==> config.mk <==
export PLATFORM = sky130hd
export DESIGN_NAME = multicycle_controller
export DESIGN_NICKNAME = d
export VERILOG_FILES = /design/src/rtl/multicycle_controller.sv
export SDC_FILE = /design/constraint.sdc
export NUM_CORES = 1
export LEC_CHECK = 0
export CAP_MARGIN = 20
export CORE_AREA = 2 2 52 54
export DETAILED_ROUTE_END_ITERATION = 8
export DIE_AREA = 0 0 54 56
export PLACE_DENSITY = 0.77
export REMOVE_ABC_BUFFERS = 1
export SYNTH_ARGS = -nofsm -noshare
export SYNTH_HDL_FRONTEND = slang
export SYNTH_SLANG_ARGS = --single-unit
==> constraint.sdc <==
create_clock -name clk -period 1.85 [get_ports clk]
set_input_delay 0.185 -clock clk [delete_from_list [all_inputs] [get_ports clk]]
set_output_delay 0.185 -clock clk [all_outputs]
set_load 0.05 [all_outputs]
==> src/rtl/multicycle_controller.sv <==
// Multi-cycle RISC-V control unit: a registered sequencer that drives the datapath
// multiplexers and write enables from the current state, Instr, ALU flags and MemReady.
module multicycle_controller #(
    parameter bit FULL_BRANCH = 1'b1,
    parameter bit EXT_ALU     = 1'b1,
    parameter bit TRAP_HALT   = 1'b1
) (
    input  logic        clk,
    input  logic        rst,
    input  logic [31:0] Instr,
    input  logic        Zero,
    input  logic        Neg,
    input  logic        Carry,
    input  logic        Ovf,
    input  logic        MemReady,
    output logic        PCWrite,
    output logic        IRWrite,
    output logic        MemWrite,
    output logic        RegWrite,
    output logic        AdrSrc,
    output logic [1:0]  ALUSrcA,
    output logic [1:0]  ALUSrcB,
    output logic [1:0]  ResultSrc,
    output logic [1:0]  ImmSrc,
    output logic [3:0]  ALUControl,
    output logic        Illegal
);
    typedef enum logic [3:0] {
        ST_FETCH, ST_DECODE, ST_MEMADR, ST_MEMREAD, ST_MEMWB, ST_MEMWRITE,
        ST_EXECR, ST_EXECI, ST_ALUWB, ST_BRANCH, ST_JAL, ST_TRAP
    } state_t;

    localparam logic [6:0] OP_LOAD   = 7'b0000011;
    localparam logic [6:0] OP_STORE  = 7'b0100011;
    localparam logic [6:0] OP_R      = 7'b0110011;
    localparam logic [6:0] OP_I      = 7'b0010011;
    localparam logic [6:0] OP_BRANCH = 7'b1100011;
    localparam logic [6:0] OP_JAL    = 7'b1101111;

    localparam logic [3:0] ALU_ADD  = 4'b0000;
    localparam logic [3:0] ALU_SUB  = 4'b0001;
    localparam logic [3:0] ALU_AND  = 4'b0010;
    localparam logic [3:0] ALU_OR   = 4'b0011;
    localparam logic [3:0] ALU_XOR  = 4'b0100;
    localparam logic [3:0] ALU_SLT  = 4'b0101;
    localparam logic [3:0] ALU_SLL  = 4'b0110;
    localparam logic [3:0] ALU_SRL  = 4'b0111;
    localparam logic [3:0] ALU_SRA  = 4'b1000;
    localparam logic [3:0] ALU_SLTU = 4'b1001;

    state_t     state;
    state_t     state_next;
    logic [6:0] opcode;
    logic [2:0] funct3;
    logic [6:0] funct7;
    logic       is_rtype;
    logic       f7_zero;
    logic       f7_ok;
    logic [3:0] alu_op;
    logic       alu_legal;
    logic       branch_legal;
    logic       branch_taken;
    logic       unused_instr_bits;

    assign opcode            = Instr[6:0];
    assign funct3            = Instr[14:12];
    assign funct7            = Instr[31:25];
    assign is_rtype          = (opcode == OP_R);
    assign f7_zero           = (funct7 == 7'b0000000);
    assign f7_ok             = f7_zero || (funct7 == 7'b0100000);
    assign unused_instr_bits = ^{Instr[24:15], Instr[11:7]};

    // OP-IMM ignores Instr[30] except on right shifts, so addi with bit 30 set stays an add.
    always_comb begin
        alu_op    = ALU_ADD;
        alu_legal = 1'b1;
        case (funct3)
            3'b000: begin
                alu_op    = (is_rtype && funct7[5]) ? ALU_SUB : ALU_ADD;
                alu_legal = !is_rtype || f7_ok;
            end
            3'b001: begin
                alu_op    = ALU_SLL;
                alu_legal = EXT_ALU && (is_rtype ? f7_zero : f7_ok);
            end
            3'b010: begin
                alu_op    = ALU_SLT;
                alu_legal = !is_rtype || f7_zero;
            end
            3'b011: begin
                alu_op    = ALU_SLTU;
                alu_legal = EXT_ALU && (!is_rtype || f7_zero);
            end
            3'b100: begin
                alu_op    = ALU_XOR;
                alu_legal = EXT_ALU && (!is_rtype || f7_zero);
            end
            3'b101: begin
                alu_op    = funct7[5] ? ALU_SRA : ALU_SRL;
                alu_legal = EXT_ALU && f7_ok;
            end
            3'b110: begin
                alu_op    = ALU_OR;
                alu_legal = !is_rtype || f7_zero;
            end
            default: begin
                alu_op    = ALU_AND;
                alu_legal = !is_rtype || f7_zero;
            end
        endcase
    end

    // Carry means "no borrow" on rs1-rs2, so unsigned less-than is !Carry.
    always_comb begin
        branch_taken = 1'b0;
        case (funct3)
            3'b000:  branch_taken = Zero;
            3'b001:  branch_taken = !Zero;
            3'b100:  branch_taken = Neg ^ Ovf;
            3'b101:  branch_taken = !(Neg ^ Ovf);
            3'b110:  branch_taken = !Carry;
            3'b111:  branch_taken = Carry;
            default: branch_taken = 1'b0;
        endcase
    end

    assign branch_legal = (funct3[2:1] == 2'b00) || (FULL_BRANCH && funct3[2]);

    // NOTE: sequential state uses non-blocking assignment so every register samples pre-edge values.
    always_ff @(posedge clk) begin
        if (rst) state <= ST_FETCH;
        else     state <= state_next;
    end

    // NOTE: each always_comb assigns a default first so no path leaves a signal unassigned (no latch).
    always_comb begin
        state_next = state;
        case (state)
            ST_FETCH:    if (MemReady) state_next = ST_DECODE;
            ST_DECODE: begin
                case (opcode)
                    OP_LOAD, OP_STORE: state_next = ST_MEMADR;
                    OP_R:              state_next = alu_legal ? ST_EXECR : ST_TRAP;
                    OP_I:              state_next = alu_legal ? ST_EXECI : ST_TRAP;
                    OP_BRANCH:         state_next = branch_legal ? ST_BRANCH : ST_TRAP;
                    OP_JAL:            state_next = ST_JAL;
                    default:           state_next = ST_TRAP;
                endcase
            end
            ST_MEMADR:   state_next = (opcode == OP_STORE) ? ST_MEMWRITE : ST_MEMREAD;
            ST_MEMREAD:  if (MemReady) state_next = ST_MEMWB;
            ST_MEMWRITE: if (MemReady) state_next = ST_FETCH;
            ST_MEMWB:    state_next = ST_FETCH;
            ST_EXECR:    state_next = ST_ALUWB;
            ST_EXECI:    state_next = ST_ALUWB;
            ST_ALUWB:    state_next = ST_FETCH;
            ST_BRANCH:   state_next = ST_FETCH;
            ST_JAL:      state_next = ST_ALUWB;
            ST_TRAP:     state_next = TRAP_HALT ? ST_TRAP : ST_FETCH;
            default:     state_next = ST_FETCH;
        endcase
    end

    always_comb begin
        PCWrite    = 1'b0;
        IRWrite    = 1'b0;
        MemWrite   = 1'b0;
        RegWrite   = 1'b0;
        AdrSrc     = 1'b0;
        ALUSrcA    = 2'b00;
        ALUSrcB    = 2'b00;
        ResultSrc  = 2'b00;
        ALUControl = ALU_ADD;
        Illegal    = 1'b0;
        case (opcode)
            OP_LOAD, OP_I: ImmSrc = 2'b00;
            OP_STORE:      ImmSrc = 2'b01;
            OP_BRANCH:     ImmSrc = 2'b10;
            OP_JAL:        ImmSrc = 2'b11;
            default:       ImmSrc = 2'b00;
        endcase
        case (state)
            ST_FETCH: begin
                ALUSrcB   = 2'b10;
                ResultSrc = 2'b10;
                IRWrite   = MemReady;
                PCWrite   = MemReady;
            end
            ST_DECODE: begin
                ALUSrcA = 2'b01;
                ALUSrcB = 2'b01;
            end
            ST_MEMADR: begin
                ALUSrcA = 2'b10;
                ALUSrcB = 2'b01;
            end
            ST_MEMREAD:  AdrSrc = 1'b1;
            ST_MEMWRITE: begin
                AdrSrc   = 1'b1;
                MemWrite = 1'b1;
            end
            ST_MEMWB: begin
                ResultSrc = 2'b01;
                RegWrite  = 1'b1;
            end
            ST_EXECR: begin
                ALUSrcA    = 2'b10;
                ALUControl = alu_op;
            end
            ST_EXECI: begin
                ALUSrcA    = 2'b10;
                ALUSrcB    = 2'b01;
                ALUControl = alu_op;
            end
            ST_ALUWB:    RegWrite = 1'b1;
            ST_BRANCH: begin
                ALUSrcA    = 2'b10;
                ALUControl = ALU_SUB;
                PCWrite    = branch_taken;
            end
            ST_JAL: begin
                ALUSrcA = 2'b01;
                ALUSrcB = 2'b10;
                PCWrite = 1'b1;
            end
            ST_TRAP:     Illegal = 1'b1;
            default:     ;
        endcase
        // Reset kills every write in the cycle it is raised, including a pending store.
        if (rst) begin
            PCWrite  = 1'b0;
            IRWrite  = 1'b0;
            MemWrite = 1'b0;
            RegWrite = 1'b0;
            Illegal  = 1'b0;
        end
    end
endmodule

run_1/placement.png
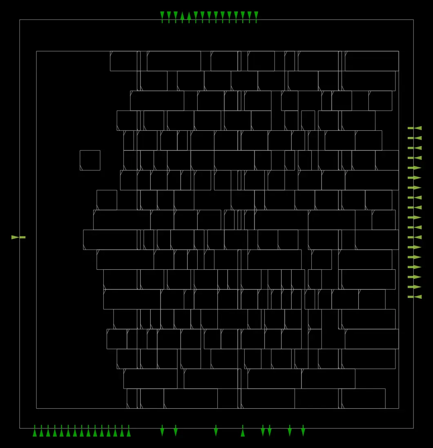
Flop Count: 4
end-of-flow core utilization: 0.6662
standard-cell row count: 18

run_1/wires.png
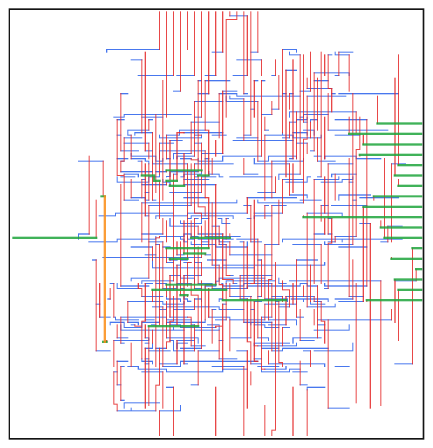
| layer | color | wire length |
|---|---|---|
| metal 4 | orange | 19.0 um |
| metal 3 | green | 170 um |
| metal 1 | blue | 1,100 um |
| metal 2 | red | 1,600 um |
post-DR wirelength/cell: 13.86 um
via count: 1,179

run_1/clk_routes.png
Scale bar: 20 um.
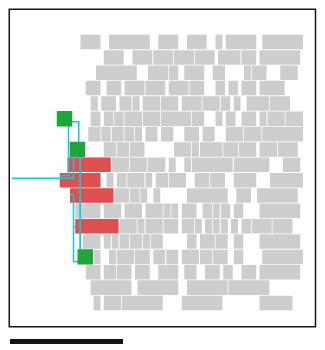
[flip-flops] red | count: 4
[clock wires] cyan | length: 70.1 um
[clock drivers] green | count: 3
flops lie: west
clk latency late pin: 0.23 ns
power attributed to the clock group: 106 uW

## run 1: cell usage in the layout, fill, tap and decap left out, types with 4 or more instances in the layout
master            n
nor2b_1           5
o21ai_0           4
buf_4            20
buf_12           18
dlygate4sd2_1     4
inv_1             5
nand2_1          13
nor2_1           12
nor3_1            5
a21oi_1           8
clkdlybuf4s50_1  18
## run 1: per-layer routing
metal / routed length, um / vias up / global-route usage
met5: 0 / - / 0
met4: 19 / 0 / 0.05714
met3: 169 / 2 / 0.01344
met2: 1603 / 50 / 0.3554
met1: 1104 / 551 / 0.2233
li1: - / 576 / -
## run 1: worst reg2reg max path: stages (launching register included)
cell and delay [ns]:
dfxtp_2 0.35, buf_4 0.17, nand2b_1 0.21, a31o_2 0.27, a221oi_1 0.33, a211oi_2 0.10
==> flow report, run 1 <==
CELLS AND AREA
-------------------------------------------------------------------------------------
Final-layout clock-cell area share                                            0.01390
CLK BUF                                                                             3
Count of inverters other than clock inverters in the layout                         5
Layout Nets                                                                       220
Filler cell count                                                                 192
Largest Register                                                                state
Largest registers                                                        state: 4 flops
Sequential cell area in the final layout                                  83.83 sq um
Proportion of layout cells with a drive suffix above 1                         0.3408
Multi-input combinational area share                                           0.4371
Non-clock buffer total of the final layout                                         62
Layout overhead on the synthesized area                                        99.23%
Final instance count without filler cells                                         209
Largest area class, layout                                               non-clock buffers

GRT
-------------------------------------------------------------------------------------
Maximum number of pins on one net before global-route repair                       12
Total GRT Usage                                                                0.1919
Global-route wire length before repair                                       4.588 mm
Initial antenna violation count                                                     0
Global route total overflow                                                         0

DRT
-------------------------------------------------------------------------------------
Drt first-iter violations                                                          42
Drc violations                                                                      0
Total wirelength of the detailed-routed design                               2.896 mm
Residual antenna-violating net count after detailed routing                         0

PLACED DESIGN
-------------------------------------------------------------------------------------
Area after detailed placement                                            0.001548 sq mm
Worst slack at placement                                                  -0.08520 ns
Placed Cells                                                                      206
Gp weighted congestion                                                         0.8272
Estimated wirelength of the detail-placed design                             2.247 mm

CLOCKING
-------------------------------------------------------------------------------------
Number of gates resized after CTS                                                   8
Clock-pin transition on the worst setup and hold timing paths                 0.03 ns
TritonCTS Buffers                                                                   3
Post-CTS setup-driven buffer insertion count                                        0
Longest Clk Path Bufs                                                               2

FINAL TIMING
-------------------------------------------------------------------------------------
Final setup vio count                                                               0
Period utilization                                                             0.9851
Layout Skew                                                               0.001151 ns
Smallest hold slack                                                         0.6644 ns
Worst slew pin tran                                                         0.5040 ns
Final critical-path setup slack                                            0.02758 ns
Final number of max-transition violations                                           0

LOGIC SYNTHESIS
-------------------------------------------------------------------------------------
Ys async rst share                                                                  0
Top area contributor share                                                    0.09846
Area of the mapped netlist                                                813.3 sq um
Flip-flops with a built-in enable                                                   0
Top cells by instance count after synthesis                              13 x nand2_1, 13 x nor2_1, 9 x a21oi_1
Share of cell area taken by muxes after synthesis                             0.01385
Cell count after synthesis                                                        125
Post-synthesis share of cell area spent on and, or, nand and nor gates         0.3954
XOR/XNOR Fraction of Synth Area                                               0.06462
Warnings from Yosys                                                                 0

SETUP PATH
-------------------------------------------------------------------------------------
Worst R2R Path Depth                                                                5
Endpoint arrival time on the critical path                                    1.64 ns
Kind of start point of the critical path                                    input pin
Number of buffer and inverter stages on the critical path                           2
CP Depth                                                                            6
Max FO, Critical Path                                                               2
Crit path cell chain                                                     clkdlybuf4s50_1, nor2_1, a2111o_1, a31o_4, a21oi_4, buf_12
WS Path Type                                                             input pin to primary output

POWER
-------------------------------------------------------------------------------------
Total power consumption of the routed design                                 1.127 mW
Sequential group power                                                         132 uW
Sequential Power Share                                                          0.117
Leak Pwr                                                                    0.6541 nW
Power per unit of standard cell area                                     695.6 mW/mm^2
Switching part of the total power                                              0.4698

FLOORPLAN
-------------------------------------------------------------------------------------
DIE HEIGHT                                                                      56 um
Top Ports                                                                          57
Number of tapcells                                                                 30
Horizontal die dimension                                                        54 um
Placeable core region                                                    0.002432 sq mm
FP Core Util                                                                   0.3344

MIN PATH
-------------------------------------------------------------------------------------
Hold path startpoint                                                         state[3]
Worst Hold Endpoint                                                          state[1]

STATUS
-------------------------------------------------------------------------------------
Outcome                                                                  complete, no violations

==> inputs of run 2 (changes only) <==
--- a/config.mk
+++ b/config.mk
@@ -11,6 +11,7 @@
 export DIE_AREA = 0 0 54 56
 export PLACE_DENSITY = 0.77
 export REMOVE_ABC_BUFFERS = 1
+export SKIP_CTS_REPAIR_TIMING = 1
 export SYNTH_ARGS = -nofsm -noshare
 export SYNTH_HDL_FRONTEND = slang
 export SYNTH_SLANG_ARGS = --single-unit
run_2/placement.png
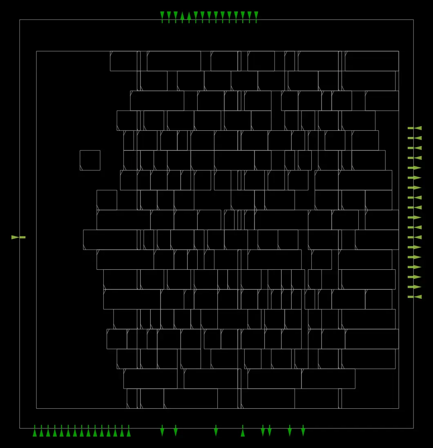
register share of the cell area: 0.05116
placeable core region: 0.002432 sq mm
end-of-flow core utilization: 0.6636

run_2/layer_met3.png
Scale bar: 20 um.
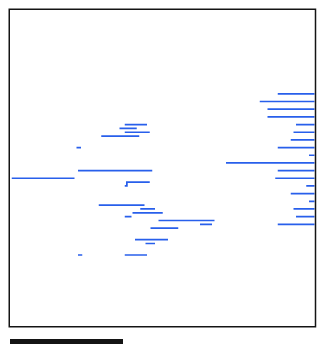
nets with wire on the layer: 36
share of all routed wire: 6.4%
longest straight run: 15.4 um
wire length on this layer: 184 um
total wirelength of the detailed-routed design: 2.894 mm
via count: 1,188
met3 track utilization from global routing: 0.01344

==> run 2 against run 1 <==
Net effect: design area down 0.39%; sequential share of layout area down 0.057 points; hold slack better by 0.017 ns; largest cell class unchanged; largest power group unchanged; highest routed layer unchanged.
==> flow report, run 2 <==
LOGIC SYNTHESIS
-------------------------------------------------------------------------------------
Flip-flops with a built-in enable                                                   0   unchanged
XOR/XNOR Fraction of Synth Area                                               0.06462   unchanged
Top area contributor share                                                    0.09846   unchanged
Ys async rst share                                                                  0   unchanged
Post-synthesis share of cell area spent on and, or, nand and nor gates         0.3954   unchanged
Warnings from Yosys                                                                 0   unchanged
Top cells by instance count after synthesis                              13 x nand2_1, 13 x nor2_1, 9 x a21oi_1

FINAL TIMING
-------------------------------------------------------------------------------------
Final critical-path setup slack                                            0.03728 ns   +0.009697 ns
Worst slew pin tran                                                         0.5065 ns   +0.002520 ns
Final setup vio count                                                               0   unchanged
Final number of max-transition violations                                           0   unchanged
Layout Skew                                                              0.0009312 ns   -0.0002198 ns
Smallest hold slack                                                         0.6814 ns   +0.01702 ns

SETUP PATH
-------------------------------------------------------------------------------------
Endpoint arrival time on the critical path                                    1.63 ns   about the same
Max FO, Critical Path                                                               2   unchanged
CP Depth                                                                            6   unchanged
WS Path Type                                                             input pin to primary output
Number of buffer and inverter stages on the critical path                           2   unchanged
Kind of start point of the critical path                                    input pin

MIN PATH
-------------------------------------------------------------------------------------
Hold path startpoint                                                         state[2]
Worst Hold Endpoint                                                          state[1]

FLOORPLAN
-------------------------------------------------------------------------------------
Top Ports                                                                          57   unchanged
FP Core Util                                                                   0.3344   unchanged

CLOCKING
-------------------------------------------------------------------------------------
TritonCTS Buffers                                                                   3   unchanged
Clock-pin transition on the worst setup and hold timing paths                 0.04 ns   about the same
Longest Clk Path Bufs                                                               2   unchanged

DRT
-------------------------------------------------------------------------------------
Drt first-iter violations                                                          60   +43%
M1 WL                                                                        1.118 mm   +1.3%
Wire length on met3                                                            184 um   +8.9%
Post-DR wirelength/cell                                                      13.85 um   about the same

CELLS AND AREA
-------------------------------------------------------------------------------------
Largest registers                                                        state: 4 flops
Final instance count without filler cells                                         209   unchanged
Proportion of layout cells with a drive suffix above 1                         0.3352   -0.005587
Layout overhead on the synthesized area                                        98.46%
Most common cell after layout, fill and taps aside                              buf_4

PLACED DESIGN
-------------------------------------------------------------------------------------
Worst slack at placement                                                  -0.08520 ns   unchanged
Placed Cells                                                                      206   unchanged

POWER
-------------------------------------------------------------------------------------
Total power consumption of the routed design                                 1.121 mW   -0.52%
Power per unit of standard cell area                                     694.7 mW/mm^2   -0.14%
Leak Pwr                                                                    0.6810 nW   +4.1%

GRT
-------------------------------------------------------------------------------------
Met2 usage                                                                     0.3449   -0.01045
Global route hottest layer                                                       met2
Global-route wire length before repair                                       4.512 mm   -1.7%
Maximum number of pins on one net before global-route repair                       12   unchanged

STATUS
-------------------------------------------------------------------------------------
Outcome                                                                  complete, no violations

## run 2: where the power goes
part	internal, mW	total, mW	switching, mW	leakage [nW]
sequential	0.104	0.131	0.0269	0.0336
combinational	0.418	0.884	0.466	0.634
clock	0.0724	0.106	0.0340	0.0138
## run 2: area by class of cell
| class | count | area, sq um | area share |
|---|---|---|---|
| Clock buffer | 3 | 22.52 | 0.01395 |
| Sequential cell | 4 | 82.58 | 0.05116 |
| Inverter | 5 | 18.77 | 0.01163 |
| Multi-Input combinational cell | 105 | 691.9 | 0.4287 |
| Timing Repair Buffer | 62 | 760.7 | 0.4713 |
| Tap cell | 30 | 37.54 | 0.02326 |
## run 2: tightest hold or removal path: cells and delay by family, from the launching register on
kind	cells	cell delay, ns
flops	1	0.44
compound gates	2	0.18
Power figures rest on the tool's default switching activity, not on a simulated workload.
